`src/rtl/fb_port_a_ctrl.sv`:
```
// fb_port_a_ctrl: port-A arbiter/sequencer sharing the framebuffer BSRAM between the CPU and the fill engine (fill engine compiled in with FB_FILL_EN)
module fb_port_a_ctrl #(
  parameter int ADDR_W = 11,
  parameter int DATA_W = 8,
  parameter int CPU_BURST_MAX = 4
) (
  input  logic              i_clk,
  input  logic              i_reset,
  input  logic              i_cpu_req,
  input  logic              i_cpu_we,
  input  logic [ADDR_W-1:0] i_cpu_addr,
  input  logic [DATA_W-1:0] i_cpu_wdata,
  output logic              o_cpu_ack,
  output logic [DATA_W-1:0] o_cpu_rdata,
  output logic              o_cpu_rvalid,
  input  logic              i_fill_start,
  input  logic [ADDR_W-1:0] i_fill_base,
  input  logic [ADDR_W:0]   i_fill_len,
  input  logic [DATA_W-1:0] i_fill_value,
  output logic              o_fill_busy,
  output logic              o_fill_done,
  output logic [ADDR_W-1:0] o_ram_ada,
  output logic [DATA_W-1:0] o_ram_dina,
  output logic              o_ram_wrea,
  output logic              o_ram_cea,
  output logic              o_ram_ocea,
  input  logic [DATA_W-1:0] i_ram_douta
);
  typedef enum logic [1:0] {IDLE, CPU, FILL} state_t;
  state_t r_state, w_state;
  logic [ADDR_W-1:0] w_gaddr;
  logic [DATA_W-1:0] w_gdata;
  logic w_gwe;
  logic [1:0] r_tag;
  assign o_ram_ocea = 1'b1;
  assign o_cpu_ack = r_state == CPU;
`ifdef FB_FILL_EN
  localparam int BW = $clog2(CPU_BURST_MAX + 1);
  localparam logic [BW-1:0] BMAX = BW'(CPU_BURST_MAX);
  localparam logic [ADDR_W:0] DEPTH = {1'b1, {ADDR_W{1'b0}}};
  logic [ADDR_W:0] r_rem, w_rem, w_len, w_src_cnt;
  logic [ADDR_W-1:0] r_faddr, w_faddr, w_src_addr;
  logic [DATA_W-1:0] r_fval, w_fval;
  logic [BW-1:0] r_burst, w_burst;
  logic w_pend, w_start, w_cpu, w_fgo, w_busy, w_done;
  // Pick the next port-A slot owner and advance the fill sequencer and burst limiter
  always_comb begin
    w_pend = r_rem != '0;
    w_start = i_fill_start && !o_fill_busy;
    w_len = i_fill_len > DEPTH ? DEPTH : i_fill_len;
    w_cpu = i_cpu_req && (!w_pend || r_burst < BMAX);
    w_fgo = !w_cpu && (w_pend || (w_start && w_len != '0));
    w_src_addr = w_pend ? r_faddr : i_fill_base;
    w_src_cnt = w_pend ? r_rem : w_len;
    w_faddr = w_fgo ? w_src_addr + 1'b1 : w_start ? i_fill_base : r_faddr;
    w_rem = w_fgo ? w_src_cnt - 1'b1 : w_start ? w_len : r_rem;
    w_fval = w_start ? i_fill_value : r_fval;
    w_burst = (w_fgo || !w_pend) ? '0 : (w_cpu && r_burst != BMAX) ? r_burst + 1'b1 : r_burst;
    w_busy = w_rem != '0 || w_fgo;
    w_done = (o_fill_busy && !w_busy) || (w_start && w_len == '0);
    w_state = w_cpu ? CPU : w_fgo ? FILL : IDLE;
    w_gaddr = w_cpu ? i_cpu_addr : w_src_addr;
    w_gdata = w_cpu ? i_cpu_wdata : w_fval;
    w_gwe = w_cpu ? i_cpu_we : 1'b1;
  end
  // Fill engine registers: remaining bytes, next address, fill byte, CPU burst count
  always_ff @(posedge i_clk) begin
    if (i_reset) begin
      r_rem <= '0;
      r_faddr <= '0;
      r_fval <= '0;
      r_burst <= '0;
      o_fill_busy <= 1'b0;
      o_fill_done <= 1'b0;
    end else begin
      r_rem <= w_rem;
      r_faddr <= w_faddr;
      r_fval <= w_fval;
      r_burst <= w_burst;
      o_fill_busy <= w_busy;
      o_fill_done <= w_done;
    end
  end
`else
  logic w_unused;
  assign w_unused = ^{i_fill_start, i_fill_base, i_fill_len, i_fill_value, CPU_BURST_MAX[0]};
  assign o_fill_busy = 1'b0;
  assign o_fill_done = 1'b0;
  // Without the fill engine the CPU owns every slot it asks for
  always_comb begin
    w_state = i_cpu_req ? CPU : IDLE;
    w_gaddr = i_cpu_addr;
    w_gdata = i_cpu_wdata;
    w_gwe = i_cpu_we;
  end
`endif
  // Slot owner, registered RAM pins, read-tag pipe and CPU read-data capture
  always_ff @(posedge i_clk) begin
    if (i_reset) begin
      r_state <= IDLE;
      o_ram_ada <= '0;
      o_ram_dina <= '0;
      o_ram_wrea <= 1'b0;
      o_ram_cea <= 1'b0;
      r_tag <= '0;
      o_cpu_rdata <= '0;
      o_cpu_rvalid <= 1'b0;
    end else begin
      r_state <= w_state;
      o_ram_cea <= w_state != IDLE;
      o_ram_wrea <= w_state != IDLE && w_gwe;
      if (w_state != IDLE) begin
        o_ram_ada <= w_gaddr;
        o_ram_dina <= w_gdata;
      end
      r_tag <= {r_tag[0], w_state == CPU && !i_cpu_we};
      o_cpu_rvalid <= r_tag[1];
      if (r_tag[1]) o_cpu_rdata <= i_ram_douta;
    end
  end
endmodule

```
`config.mk`:
```
export PLATFORM = sky130hd
export DESIGN_NAME = fb_port_a_ctrl
export DESIGN_NICKNAME = d
export VERILOG_FILES = /design/src/rtl/fb_port_a_ctrl.sv
export SDC_FILE = /design/constraint.sdc
export NUM_CORES = 1
export LEC_CHECK = 0
export CORE_MARGIN = 4
export CORE_UTILIZATION = 33
export DETAILED_ROUTE_END_ITERATION = 8
export PLACE_DENSITY_LB_ADDON = 0.15
export SETUP_SLACK_MARGIN = 0.5
export SYNTH_ARGS = -nofsm -noshare
export SYNTH_HDL_FRONTEND = slang
export SYNTH_SLANG_ARGS = --single-unit
```
`constraint.sdc`:
```
create_clock -name i_clk -period 2.2 [get_ports i_clk]
set_input_delay 0.33 -clock i_clk [delete_from_list [all_inputs] [get_ports i_clk]]
set_output_delay 0.33 -clock i_clk [all_outputs]
set_load 0.02 [all_outputs]
```
Run 1, the metal 2 layer:
Scale: 8 px per um. Cells faint in the background.
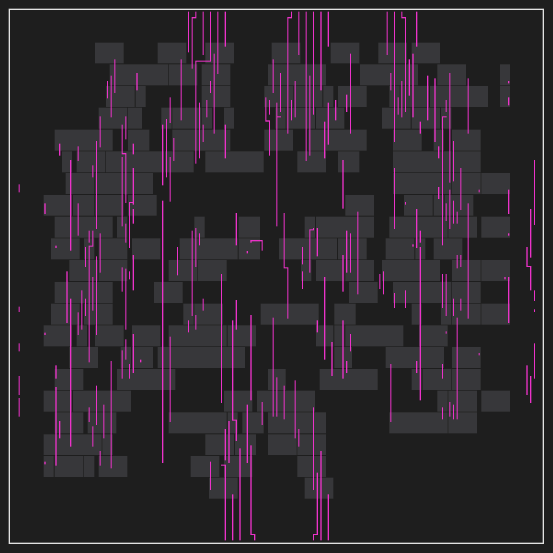
nets with wire on the layer	168
main direction	vertical
longest straight run	32.6 um
wire length on this layer	1,090 um
share of all routed wire	44%
met2 Use GR: 18.8%
routed vias: 906
final wirelength: 2.47 mm

Run 1, I/O pins on the die edge:
Scale: 8 px per um. Pins as bars across the die edge, other pins in gray.
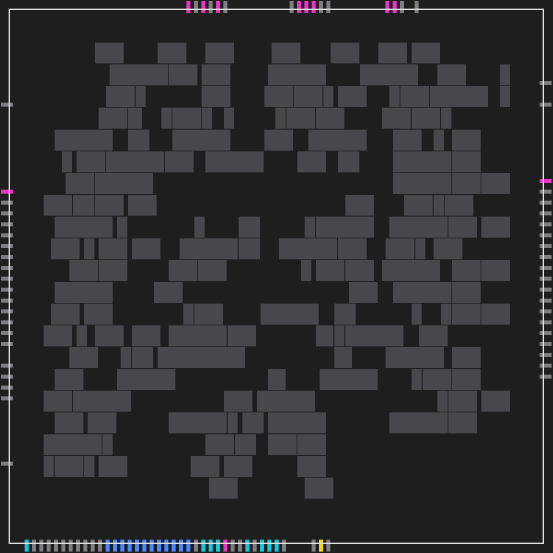
port	color	pins	direction	edge
`i_cpu_addr`	magenta	11	input	8 top, 1 left, 1 bottom, 1 right
`o_ram_wrea`	yellow	1	output	bottom
`i_fill_value`	cyan	8	input	bottom
`i_fill_len`	blue	12	input	bottom
all pins by edge	39 bottom, 21 left, 21 right, 16 top
Die W: 66.6 um
Die Ht: 66.6 um
# port buffers: 61

==> deck_impl_summary.md, run 1 <==
Physical Implementation Snapshot

Route
  – Met2 WL: 1.09 mm
  – WL met1: just over 1 mm
  – DRT Pass-1 Iters: 2
  – Vias/cell: approximately 4.3
  – DR WL met3: 311 um
  – Starting DRT DRC Count: 16
  – Antenna viol nets, final: 0

Critical path
  – CP Class: reg2out
  – Critical path arrival: roughly 1.3 ns
  – Register-to-Register Path Depth: 2
  – Worst r2r dst: o_cpu_rdata[5]
  – Largest fanout on the critical path: 2
  – Crit path from: o_ram_dina[7]
  – CP endpoint kind: output pin
  – Crit-path max cell delay: ~0.62 ns
  – Ordered list of cells on the worst path: clkdlybuf4s50_1
  – Reg2reg start: r_tag[1]
  – Worst EP required: between 1.5 and 2 ns
  – Slowest CP cell: clkdlybuf4s50_1
  – Critical Path Stages: 1
  – Startpoint types: flop
  – Count of buffer and inverter cells on the critical path: 1

Die
  – # rows: 21
  – Core area: 0.00334 mm2
  – N_taps: around 46
  – IO Count: a little under 100
  – Die Size: ~0.0044 mm2

Power and ir drop
  – Combinational cell power: 0.000204 W
  – Biggest consumer: registers
  – VDD IR max: 0.538 mV
  – Total power: around 0.0013 W
  – Pint: approximately 0.00096 W
  – Clock Power Share: 34.2%
  – P_sw: approximately 0.00029 W
  – Pwr Density: a little under 700 mW/mm2
  – Comb power frac: approximately 16%
  – Static Leak: 0.748 nW
  – Power in sequential cells: just over 0.0006 W

Final layout
  – Top logic cells by instance count in the layout: clkdlybuf4s50_1 (61), dfxtp_1 (32), mux2i_1 (27), nor2_1 (27), clkbuf_4 (5)
  – Flop share of the area: between 30% and 40%
  – Comb area share: a little under a quarter
  – Layout cells sized above 1: between 6 and 7%
  – Non-clk bufs: around 64
  – Register area: about 640 um2
  – Layout fillers: between 300 and 400
  – Most flop-heavy register: o_ram_ada
  – Comb gate area: ~420 um2
  – #MultiIn Comb: approximately 62
  – Nets: 228
  – Max reg flops: 11
  – Layout inverter count without the clock tree: 0
  – Clk tree area frac: 4.18%
  – Top Registers: o_ram_ada (11), o_cpu_rdata (8), o_ram_dina (8)
  – CLK BUF: 6
  – Most instantiated logic cell after routing: clkdlybuf4s50_1
  – Signal buf overhead: between 30% and 40%
  – Post-Layout Cell Count: 212
  – Leading cell kind: flip-flops and latches
  – Area grow syn2layout: 61.3%

Timing
  – Setup TNS: 0 ns
  – Hold Vio Cnt, Final: 0
  – Worst clock skew: about 0.0093 ns
  – Final Slew Violations: 0
  – Setup-failing EPs final: 0
  – WHS: around 0.45 ns
  – Max Clk Rate: just over 0.6 GHz
  – Min Clock Period, post-route: about 1.6 ns
  – RSZ-0062 raised after global routing: false

Run
  – Tool warnings: between 50 and 60

Min path
  – Worst Hold Path Cells: 1
  – Hold endpoint: r_tag[1]
  – Hold Path Origin: r_tag[0]

GRT
  – Vias in the first global route: 945
  – Gr ovfl total: 0
  – Initial antenna violation count: 0
  – Met1 Track Usage GR: between 10% and 20%
  – Largest net degree at the start of global routing: 21
  – Grt peak-use layer: met2
  – First-pass GRT wire length: slightly below 4 mm

Clock network
  – Post_cts resized: 0
  – Hold Buf Count CTS: 0
  – Htree depth: 2
  – CTS tree: built
  – Clk buf depth: 2
  – CTS buffer count: 5
  – Clk_lat worst skew: roughly 0.33 ns

Yosys
  – FA/HA/MAJ Cells, Area Fraction: 0%
  – Synth async-reset ratio: 0%
  – Top logic family: multiplexers
  – Top FF cell, synth: dfxtp_1
  – Cell count after synthesis: approximately 100
  – Synth area leader: dfxtp_1
  – Synth Cell Area: approximately 0.0011 mm2
  – Number of distinct library cells after synthesis: 12
  – Flip-flops with a built-in enable: 0
  – Most frequent cell after synthesis: dfxtp_1
  – Post-synthesis xor/xnor area fraction: 0%
  – Yosys simple share: between 10 and 15%
  – Mean Syn Cell Area: approximately 11 um2
  – Aoi share: 0%
  – Ys cells: between 100 and 150
  – Register area share after synthesis: a little under three fifths
  – Multiplexer share: 23.9%

Place
  – Setup WS pre-CTS: 0.672 ns
  – Dpl cells: 204
  – GPL Wtd Cong: 0.642

Run status
  – Status: finished clean
Run 1, congestion heat map:
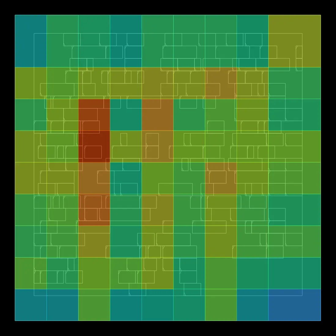
fin util: 54.7%
WL/cell: 11.6 um
Total GRT Usage: 12.0%
M3 GR Usage: 7.42%

Run 1, signal metal coverage by tile:
Scale: 6 px per um. The die is cut into 13 by 13 equal tiles; dark blue is low, red is high, scaled to the fullest tile. Values are wire area over tile area, all layers added.
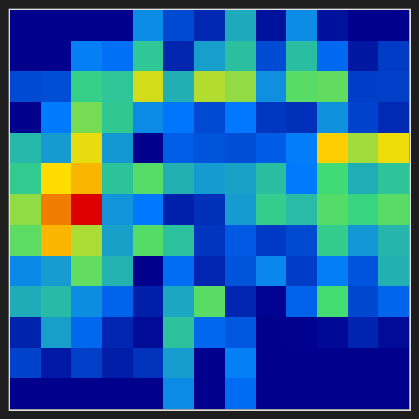
tiles over half the peak	15%
fullest tile	0.36
emptiest ninth of the die	bottom right
mean over tiles	0.095

Run 1, the metal 3 layer:
Scale: 8 px per um. Cells faint in the background.
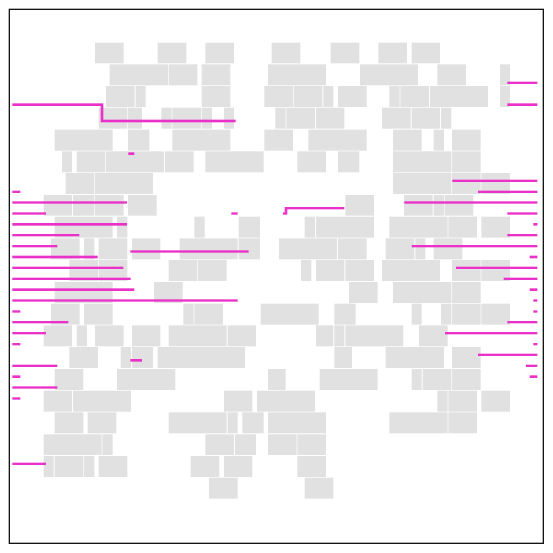

==> run 2, diff against run 1 <==
Settings changed: CORE_UTILIZATION 33 to 31.
Clock period 2.2 ns to 1.6 ns, I/O delays scaled along.
Run 2, the metal 3 layer:
Scale: 6 px per um. Cells faint in the background.
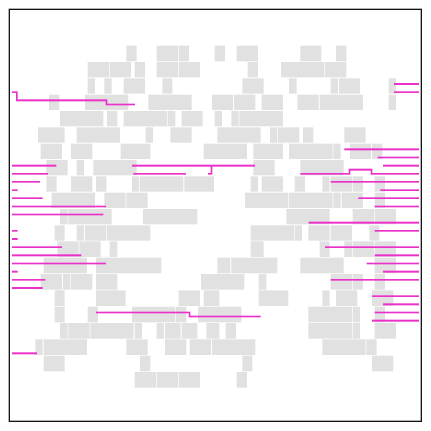
longest straight run	20.2 um
nets with wire on the layer	39
share of all routed wire	15%
routed vias: 892
final wirelength: 2.60 mm
M3 GR Usage: 7.72%

==> run 2 against run 1 <==
Global-route usage decreased by 0.60 points; hold slack got worse by 0.0040 ns; worst setup slack improved by 0.0049 ns; clock power increased by 72%; combinational power increased by 26%; die size increased by 5.7%; synthesized area unchanged; clock-buffer cell count unchanged; routed wire length increased by 5.1%; register-to-register slack got worse by 0.44 ns.
==> deck_impl_summary.md, run 2 <==
Physical Implementation Snapshot

Run status
  – Status: finished clean

Critical path
  – Slowest CP cell: dfxtp_1
  – Worst r2r dst: o_cpu_rdata[6]
  – Register-to-Register Path Depth: 2
  – Worst EP required: 1.36 ns
  – Reg2reg start: r_tag[1]
  – Count of buffer and inverter cells on the critical path: 1
  – Crit-path max cell delay: 0.34 ns
  – Critical path arrival: a little under 0.8 ns
  – CP Class: reg2out
  – Ordered list of cells on the worst path: buf_2
  – Startpoint types: flop
  – CP endpoint kind: output pin
  – Critical Path Stages: 1
  – Largest fanout on the critical path: 2
  – Crit path from: o_ram_dina[4]

Final layout
  – Flop share of the area: 36.8%
  – Area grow syn2layout: 54.0%
  – Layout cells sized above 1: 26.3%
  – #MultiIn Comb: between 60 and 70
  – Non-clk bufs: around 65
  – Register area: 642 um2
  – Top logic cells by instance count in the layout: dfxtp_1 (31), buf_2 (31), clkdlybuf4s50_1 (29)
  – Fin util: 50.7%
  – Post-Layout Cell Count: around 210
  – Comb area share: between 20 and 25%
  – Leading cell kind: flip-flops and latches
  – Most flop-heavy register: o_ram_ada
  – Layout fillers: around 350
  – Comb gate area: between 400 and 500 um2
  – Layout inverter count without the clock tree: 0
  – Max reg flops: 11

GRT
  – Initial antenna violation count: 0
  – Gr ovfl total: 0
  – Largest net degree at the start of global routing: 21
  – Total GRT Usage: between 10% and 20%
  – Met2 Use GR: between 10% and 20%
  – First-pass GRT wire length: between 3 and 4 mm
  – Vias in the first global route: between 800 and 900
  – Grt peak-use layer: met2

Yosys
  – Top logic family: multiplexers
  – Flip-flops with a built-in enable: 0
  – Synth area leader: dfxtp_1
  – Multiplexer share: a little under a quarter
  – Top FF cell, synth: dfxtp_1
  – Synth async-reset ratio: 0%
  – Mean Syn Cell Area: ~11 um2
  – Most frequent cell after synthesis: dfxtp_1
  – Ys cells: slightly above 100
  – FA/HA/MAJ Cells, Area Fraction: 0%
  – Post-synthesis xor/xnor area fraction: 0%
  – Number of distinct library cells after synthesis: 12
  – Cell count after synthesis: approximately 100
  – Aoi share: 0%
  – Yosys simple share: between 10% and 20%

Power and ir drop
  – Total power: roughly 0.0018 W
  – Pint: around 0.0014 W
  – P_sw: 0.000413 W
  – Power in sequential cells: roughly 0.00085 W
  – Combinational cell power: 0.000257 W
  – Comb power frac: roughly 14%
  – Clock Power Share: about two fifths
  – VDD IR max: between 0.6 and 0.7 mV

Clock network
  – Clk_lat worst skew: approximately 0.28 ns
  – Htree depth: 2
  – CTS buffer count: 5
  – Hold Buf Count CTS: 0
  – Post_cts resized: ~120
  – CTS tree: built

Route
  – Antenna viol nets, final: 0
  – Met2 WL: between 1 and 1.5 mm
  – DRT Pass-1 Iters: 2
  – Vias/cell: between 4 and 5
  – WL met1: ~950 um
  – WL/cell: around 12 um
  – DR WL met3: about 380 um

Die
  – IO Count: between 90 and 100
  – Die Size: about 0.0047 mm2
  – # rows: 21
  – Die W: approximately 68 um
  – N_taps: between 40 and 50
  – Die Ht: roughly 68 um

Timing
  – WHS: around 0.44 ns
  – Hold Vio Cnt, Final: 0
  – Min Clock Period, post-route: 1.03 ns
  – Max Clk Rate: 0.972 GHz
  – Setup-failing EPs final: 0
  – RSZ-0062 raised after global routing: false
  – Setup TNS: 0 ns

Place
  – Setup WS pre-CTS: 0.243 ns
  – GPL Wtd Cong: between 0.6 and 0.7
  – # port buffers: between 60 and 70

Min path
  – Hold Path Origin: r_tag[0]
  – Worst Hold Path Cells: 1
  – Hold endpoint: r_tag[1]
Power figures rest on the tool's default switching activity, not on a simulated workload.
